Fig. 1: run 1, register map, names as in the netlist
Bar = 20 um. Other sequential cells in the stronger gray, the rest of the logic in the fainter gray.
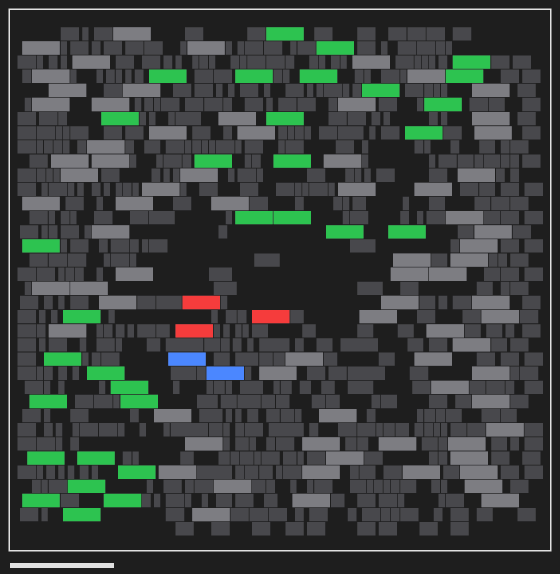
Fig. 2: run 1, track usage over the die
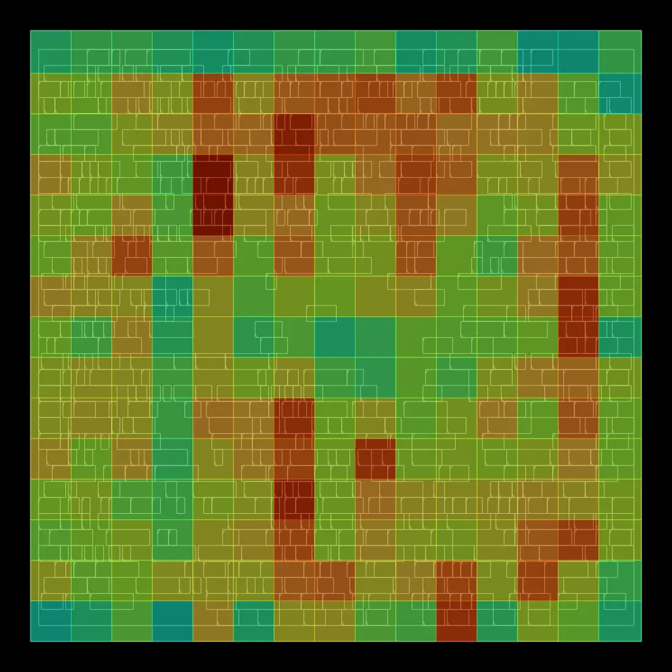
Fig. 3: run 1, logic cells by family
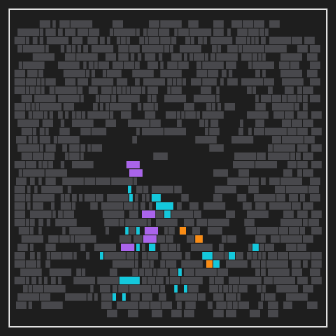
`src/rtl/load_store_unit_if.sv`:
```
// Request/response and memory-control bundle between the hart, the load/store unit and memory.
// mem_ctrl.wwidth encoding: 2'b00 byte, 2'b01 halfword, 2'b10 word.
interface load_store_unit_if #(parameter int XLEN = 32);
   typedef struct packed {
      logic [XLEN-1:0] addr;
      logic            wenable;
      logic [1:0]      wwidth;
      logic [XLEN-1:0] wdata;
   } mem_control_t;

   logic              req_valid;
   logic              req_ready;
   logic              req_is_store;
   logic [2:0]        req_funct3;
   logic [XLEN-1:0]   req_addr;
   logic [XLEN-1:0]   req_wdata;
   logic              resp_valid;
   logic [XLEN-1:0]   resp_rdata;
   logic              resp_fault;
   mem_control_t      mem_ctrl;
   logic [XLEN-1:0]   mem_rdata;

   modport master (
      output req_valid, req_is_store, req_funct3, req_addr, req_wdata, mem_rdata,
      input  req_ready, resp_valid, resp_rdata, resp_fault, mem_ctrl
   );

   modport slave (
      input  req_valid, req_is_store, req_funct3, req_addr, req_wdata, mem_rdata,
      output req_ready, resp_valid, resp_rdata, resp_fault, mem_ctrl
   );
endinterface

```
`src/rtl/load_store_unit.sv`:
```
// RV32I load/store unit: one request at a time, fixed-latency memory, formatted load result.
// Optional macro LSU_MISALIGN_CHECK_EN turns misaligned halfword/word accesses into faults.
module load_store_unit #(
   parameter int READ_LATENCY = 1
) (
   input  logic              i_clock,
   input  logic              i_reset,
   load_store_unit_if.slave  bus
);
   localparam logic [1:0] WRITE_BYTE     = 2'b00;
   localparam logic [1:0] WRITE_HALFWORD = 2'b01;
   localparam logic [1:0] WRITE_WORD     = 2'b10;

   typedef enum logic [1:0] {
      ST_IDLE   = 2'b00,
      ST_ACCESS = 2'b01,
      ST_WAIT   = 2'b10,
      ST_RESP   = 2'b11
   } state_t;

   state_t      r_state;
   logic        r_is_store;
   logic [2:0]  r_funct3;
   logic [2:0]  r_cnt;
   logic        r_req_ready;
   logic        r_resp_valid;
   logic [31:0] r_resp_rdata;
   logic        r_resp_fault;
   logic [31:0] r_mem_addr;
   logic        r_mem_wen;
   logic [1:0]  r_mem_wwidth;
   logic [31:0] r_mem_wdata;
   logic        w_misaligned;
   logic        w_fault;

   function automatic logic f_is_fault(input logic is_store, input logic [2:0] funct3,
                                       input logic misaligned);
      logic illegal;
      if (is_store) begin
         illegal = (funct3 >= 3'b011);
      end else begin
         illegal = (funct3 == 3'b011) || (funct3 == 3'b110) || (funct3 == 3'b111);
      end
      return illegal || misaligned;
   endfunction

   function automatic logic [1:0] f_wwidth(input logic [2:0] funct3);
      logic [1:0] w;
      case (funct3[1:0])
         2'b00:   w = WRITE_BYTE;
         2'b01:   w = WRITE_HALFWORD;
         default: w = WRITE_WORD;
      endcase
      return w;
   endfunction

   // Byte at the access address is always in [7:0]; no lane shifting.
   function automatic logic [31:0] f_format(input logic [2:0] funct3, input logic [31:0] b);
      logic [31:0] r;
      case (funct3)
         3'b000:  r = {{24{b[7]}}, b[7:0]};
         3'b100:  r = {24'h000000, b[7:0]};
         3'b001:  r = {{16{b[15]}}, b[15:0]};
         3'b101:  r = {16'h0000, b[15:0]};
         3'b010:  r = b;
         default: r = 32'h0000_0000;
      endcase
      return r;
   endfunction

`ifdef LSU_MISALIGN_CHECK_EN
   assign w_misaligned = ((bus.req_funct3[1:0] == 2'b01) && bus.req_addr[0]) ||
                         ((bus.req_funct3[1:0] == 2'b10) && (bus.req_addr[1:0] != 2'b00));
`else
   assign w_misaligned = 1'b0;
`endif

   assign w_fault = f_is_fault(bus.req_is_store, bus.req_funct3, w_misaligned);

   // Request sequencer: IDLE -> ACCESS -> (WAIT) -> RESP -> IDLE, faults jump to RESP.
   always_ff @(posedge i_clock) begin
      if (i_reset) begin
         r_state      <= ST_IDLE;
         r_is_store   <= 1'b0;
         r_funct3     <= 3'b000;
         r_cnt        <= 3'b000;
         r_req_ready  <= 1'b1;
         r_resp_valid <= 1'b0;
         r_resp_rdata <= 32'h0000_0000;
         r_resp_fault <= 1'b0;
         r_mem_addr   <= 32'h0000_0000;
         r_mem_wen    <= 1'b0;
         r_mem_wwidth <= WRITE_WORD;
         r_mem_wdata  <= 32'h0000_0000;
      end else begin
         case (r_state)
            ST_IDLE: begin
               if (bus.req_valid && r_req_ready) begin
                  r_is_store  <= bus.req_is_store;
                  r_funct3    <= bus.req_funct3;
                  r_req_ready <= 1'b0;
                  if (w_fault) begin
                     r_state      <= ST_RESP;
                     r_resp_valid <= 1'b1;
                     r_resp_fault <= 1'b1;
                     r_resp_rdata <= 32'h0000_0000;
                  end else begin
                     r_state      <= ST_ACCESS;
                     r_mem_addr   <= bus.req_addr;
                     r_mem_wen    <= bus.req_is_store;
                     r_mem_wwidth <= f_wwidth(bus.req_funct3);
                     r_mem_wdata  <= bus.req_wdata;
                  end
               end
            end
            ST_ACCESS: begin
               r_mem_wen <= 1'b0;
               if (r_is_store) begin
                  r_state      <= ST_RESP;
                  r_resp_valid <= 1'b1;
                  r_resp_fault <= 1'b0;
                  r_resp_rdata <= 32'h0000_0000;
               end else begin
                  r_state <= ST_WAIT;
                  r_cnt   <= 3'(READ_LATENCY - 1);
               end
            end
            ST_WAIT: begin
               if (r_cnt == 3'b000) begin
                  r_state      <= ST_RESP;
                  r_resp_valid <= 1'b1;
                  r_resp_fault <= 1'b0;
                  r_resp_rdata <= f_format(r_funct3, bus.mem_rdata);
               end else begin
                  r_cnt <= r_cnt - 3'b001;
               end
            end
            ST_RESP: begin
               r_state      <= ST_IDLE;
               r_resp_valid <= 1'b0;
               r_resp_fault <= 1'b0;
               r_resp_rdata <= 32'h0000_0000;
               r_req_ready  <= 1'b1;
            end
            default: begin
               r_state      <= ST_IDLE;
               r_resp_valid <= 1'b0;
               r_mem_wen    <= 1'b0;
               r_req_ready  <= 1'b1;
            end
         endcase
      end
   end

   assign bus.req_ready  = r_req_ready;
   assign bus.resp_valid = r_resp_valid;
   assign bus.resp_rdata = r_resp_rdata;
   assign bus.resp_fault = r_resp_fault;
   assign bus.mem_ctrl   = {r_mem_addr, r_mem_wen, r_mem_wwidth, r_mem_wdata};
endmodule
```
`src/flat_wrapper.sv`:
```
// flat-port wrapper written by rule: the top's interface ports become plain ports
module load_store_unit_flat 
#(
   parameter int READ_LATENCY = 1
)
  (i_clock, i_reset, bus_req_valid, bus_req_is_store, bus_req_funct3, bus_req_addr, bus_req_wdata, bus_mem_rdata, bus_req_ready, bus_resp_valid, bus_resp_rdata, bus_resp_fault, bus_mem_ctrl);
  load_store_unit_if bus_i ();
  input  logic i_clock;
  input  logic i_reset;
  input wire logic [$bits(bus_i.req_valid)-1:0] bus_req_valid;
  input wire logic [$bits(bus_i.req_is_store)-1:0] bus_req_is_store;
  input wire logic [$bits(bus_i.req_funct3)-1:0] bus_req_funct3;
  input wire logic [$bits(bus_i.req_addr)-1:0] bus_req_addr;
  input wire logic [$bits(bus_i.req_wdata)-1:0] bus_req_wdata;
  input wire logic [$bits(bus_i.mem_rdata)-1:0] bus_mem_rdata;
  output wire logic [$bits(bus_i.req_ready)-1:0] bus_req_ready;
  output wire logic [$bits(bus_i.resp_valid)-1:0] bus_resp_valid;
  output wire logic [$bits(bus_i.resp_rdata)-1:0] bus_resp_rdata;
  output wire logic [$bits(bus_i.resp_fault)-1:0] bus_resp_fault;
  output wire logic [$bits(bus_i.mem_ctrl)-1:0] bus_mem_ctrl;
  assign bus_i.req_valid = bus_req_valid;
  assign bus_i.req_is_store = bus_req_is_store;
  assign bus_i.req_funct3 = bus_req_funct3;
  assign bus_i.req_addr = bus_req_addr;
  assign bus_i.req_wdata = bus_req_wdata;
  assign bus_i.mem_rdata = bus_mem_rdata;
  assign bus_req_ready = bus_i.req_ready;
  assign bus_resp_valid = bus_i.resp_valid;
  assign bus_resp_rdata = bus_i.resp_rdata;
  assign bus_resp_fault = bus_i.resp_fault;
  assign bus_mem_ctrl = bus_i.mem_ctrl;
  load_store_unit #(.READ_LATENCY(READ_LATENCY)) u_core (.i_clock(i_clock), .i_reset(i_reset), .bus(bus_i));
endmodule
```
`config.mk`:
```
export PLATFORM = sky130hd
export DESIGN_NAME = load_store_unit_flat
export DESIGN_NICKNAME = d
export VERILOG_FILES = /design/src/rtl/load_store_unit_if.sv /design/src/rtl/load_store_unit.sv /design/src/flat_wrapper.sv
export SDC_FILE = /design/constraint.sdc
export NUM_CORES = 1
export LEC_CHECK = 0
export CORE_UTILIZATION = 41
export CTS_CLUSTER_DIAMETER = 150
export DETAILED_ROUTE_END_ITERATION = 8
export PLACE_DENSITY = 0.81
export SLEW_MARGIN = 25
export SYNTH_ARGS = -nofsm -noshare
export SYNTH_HDL_FRONTEND = slang
export SYNTH_SLANG_ARGS = --single-unit
```
`constraint.sdc`:
```
create_clock -name i_clock -period 2.1 [get_ports i_clock]
set_input_delay 0.525 -clock i_clock [delete_from_list [all_inputs] [get_ports i_clock]]
set_output_delay 0.525 -clock i_clock [all_outputs]
set_load 0.03 [all_outputs]
```
==> Changelog: implementation, run 1 <==
## Flow update

* Synth top cell by count: sky130_fd_sc_hd__nand2_1
* Number of antenna violations at the first check in global routing at 0
* Core Footprint at 9910 um2
* DRC violation count after routing at 0
* Class of the most critical setup path: flip-flop to output pin
* HPWL Detailed at between 8000 and 9000 um
* Clock buffer count in the final layout at 11
* Post-synthesis sequential area ratio at a little over half
* Worst Setup EP: bus_req_ready
* Overall chip area at 10800 um2
* Clock tree from TritonCTS: built
* End of the worst register-to-register path: u_core.r_mem_addr[29]
* Num CTS Buffers at 9
* Via count of the first global-routing pass at 4057
* Ys Warns at 0
* Synth area leader: sky130_fd_sc_hd__dfxtp_1
* Outcome: completed
* Hold Path Depth at 2
* Clock Sink Count at 111
* Summed standard-cell area reported by yosys at around 4300 um2
* Number of antenna-violating nets in the routed design at 0
* Largest cell class by area: non-clock buffers
* Top-Level Pins at roughly 200
* Initial DRC Count at 221
* H-tree depth at 3
* Cell at the root of the clock tree: sky130_fd_sc_hd__clkbuf_8
* Synth top area cells: sky130_fd_sc_hd__dfxtp_1, sky130_fd_sc_hd__nand2_1, sky130_fd_sc_hd__a21oi_1, sky130_fd_sc_hd__a22o_1, sky130_fd_sc_hd__o2bb2ai_1
* Area occupied by multi-input gates at ~1800 um2
* Total length of routed wires at 12200 um
-- Fig. 1 (at the start) --
- `u_core.r_cnt`: red (placed flops 3)
- `u_core.r_state`: blue (placed flops 2)
- `u_core.r_mem_wdata`: green (placed flops 32; where widely spread)
- not colored: 74

-- Fig. 2 (at the start) --
Routed wire per std cell: 14.7 um
met1 usage: 26.2%

-- Fig. 3 (at the start) --
- NOR gates: cyan (cells 20; most used nor2_1; where bottom middle)
- adder and majority cells: purple (cells 6; most used ha_1)
- AND and OR gates: orange (cells 3)

-- run 1: metal layers --
layer  share of wire [%]  routed length, um  GRT usage (%)
met2                  49               5910           38.5
met4                 1.9                235           8.16
met1                  43               5170           26.2
met3                 6.9                840           5.76
met5                   0                  0              0
-- run 1: cell families (layout without fill, tap and decap cells) --
kind of cell             after synthesis  count (layout)  share of synthesized area (%)
AND/OR/NAND/NOR                      177             177                           17.6
AND-OR/OR-AND                        149             149                           21.6
flip-flops                           111             111                           52.2
buffers and inverters                 44             247                           5.62
adder cells (fa/ha/maj)                6               6                           1.76
multiplexers                           5               5                           1.18
-- run 1: power by group --
| part | leakage [nW] | internal (mW) | switching [mW] |
|---|---|---|---|
| Clock | 0.0760 | 0.434 | 0.703 |
| Sequential | 0.901 | 2.38 | 0.177 |
| Combinational | 1.40 | 1.15 | 1.43 |
==> run 2: changes to the inputs <==
Settings changed: CORE_MARGIN set to 2, SKIP_LAST_GASP set to 1.
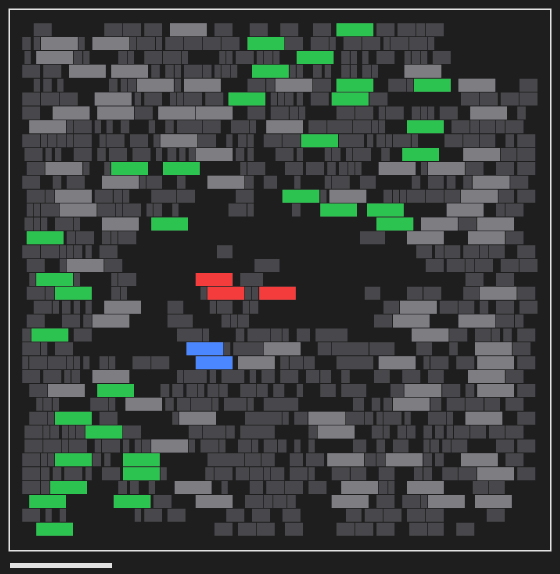
Fig. 4. Register map, names as in the netlist (run 2).
Bar = 20 um. Other sequential cells in the stronger gray, the rest of the logic in the fainter gray.
- `u_core.r_cnt`: red (placed flops 3)
- `u_core.r_mem_wdata`: green (placed flops 32; where widely spread)
- `u_core.r_state`: blue (placed flops 2)

==> run 2 against run 1 <==
Area after synthesis did not move; core utilization fell by 1.7 points; fmax rose by 0.74%; clock-buffer cell count did not move; first-iteration DRC count fell by 1.4%; global-route usage fell by 1.3 points; synthesized cell count did not move; cell area rose by 0.15%; clock power rose by 4%.
==> Changelog: implementation, run 2 <==
## Flow update

* Power group with the largest share: registers
* Synth top area cells: sky130_fd_sc_hd__dfxtp_1, sky130_fd_sc_hd__nand2_1, sky130_fd_sc_hd__a21oi_1, sky130_fd_sc_hd__a22o_1, sky130_fd_sc_hd__o2bb2ai_1
* Outcome: completed
* Power Internal at 3.97 mW
* Class of the most critical setup path: flip-flop to output pin
* Overall chip area at 11200 um2
* Ys Warns at 0
* Top routing layer used: met4
* Switching share of power at 36.8%
* Cell at the root of the clock tree: sky130_fd_sc_hd__clkbuf_8
* Part of the power in registers at 40.8%
* DR WL met3 at 964 um
* Summed standard-cell area reported by yosys at 4250 um2
* Met1 usage at 24.7%
* Core Footprint at approximately 10000 um2
* Synth top cell by count: sky130_fd_sc_hd__nand2_1
* Global routing usage on met2 at 35.8%
* Via count of the first global-routing pass at 4002
* Largest cell class by area: registers
* Area occupied by multi-input gates at approximately 1800 um2
* Met3 usage at about 6.4%
* Synth area leader: sky130_fd_sc_hd__dfxtp_1
* Routed wire per std cell at 14.4 um
* Top-Level Pins at 205
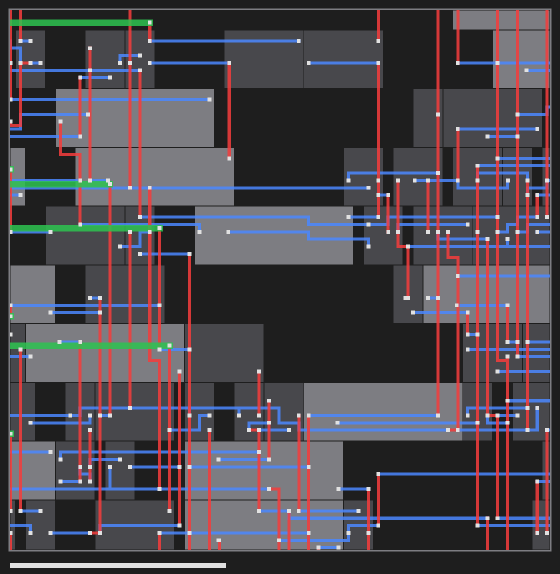
Fig. 5. A small window of the routed layout (run 2).
Bar = 10 um. Window x 14 to 39, y 14 to 39 um. Cells in gray, sequential cells in the stronger gray; small squares are vias.
- met1: blue
- met3: green
- met2: red
- netlist names of flops here include: `u_core.r_mem_wdata` (4)
- most frequent: nand2_1 (10), dfxtp_1 (8), clkdlybuf4s50_1 (7)
- sequential cells in the window: 8
- cells with their middle in the window: 39

==> run 2: cell counts after synthesis <==
No cell type changed its count.
==> run 2: logic make-up after synthesis <==
kind of cell	after synthesis	share of synthesized area, %
AND-OR/OR-AND	149	21.6
AND/OR/NAND/NOR	177	17.6
adder cells (fa/ha/maj)	6	1.76
multiplexers	5	1.18
buffers and inverters	44	5.62
flip-flops	111	52.2
==> run 2: path summary, 6_finish.rpt <==
check	from	to	cells after the start
worst max-delay path	u_core.bus.req_ready	bus_req_ready	1
worst min-delay path	u_core.r_mem_addr[31]	u_core.r_mem_addr[31]	2
worst max register to register	u_core.r_state[0]	u_core.bus.resp_rdata[2]	7
worst min register to register	u_core.r_mem_addr[31]	u_core.r_mem_addr[31]	2
Power and IR drop assume default switching activity.
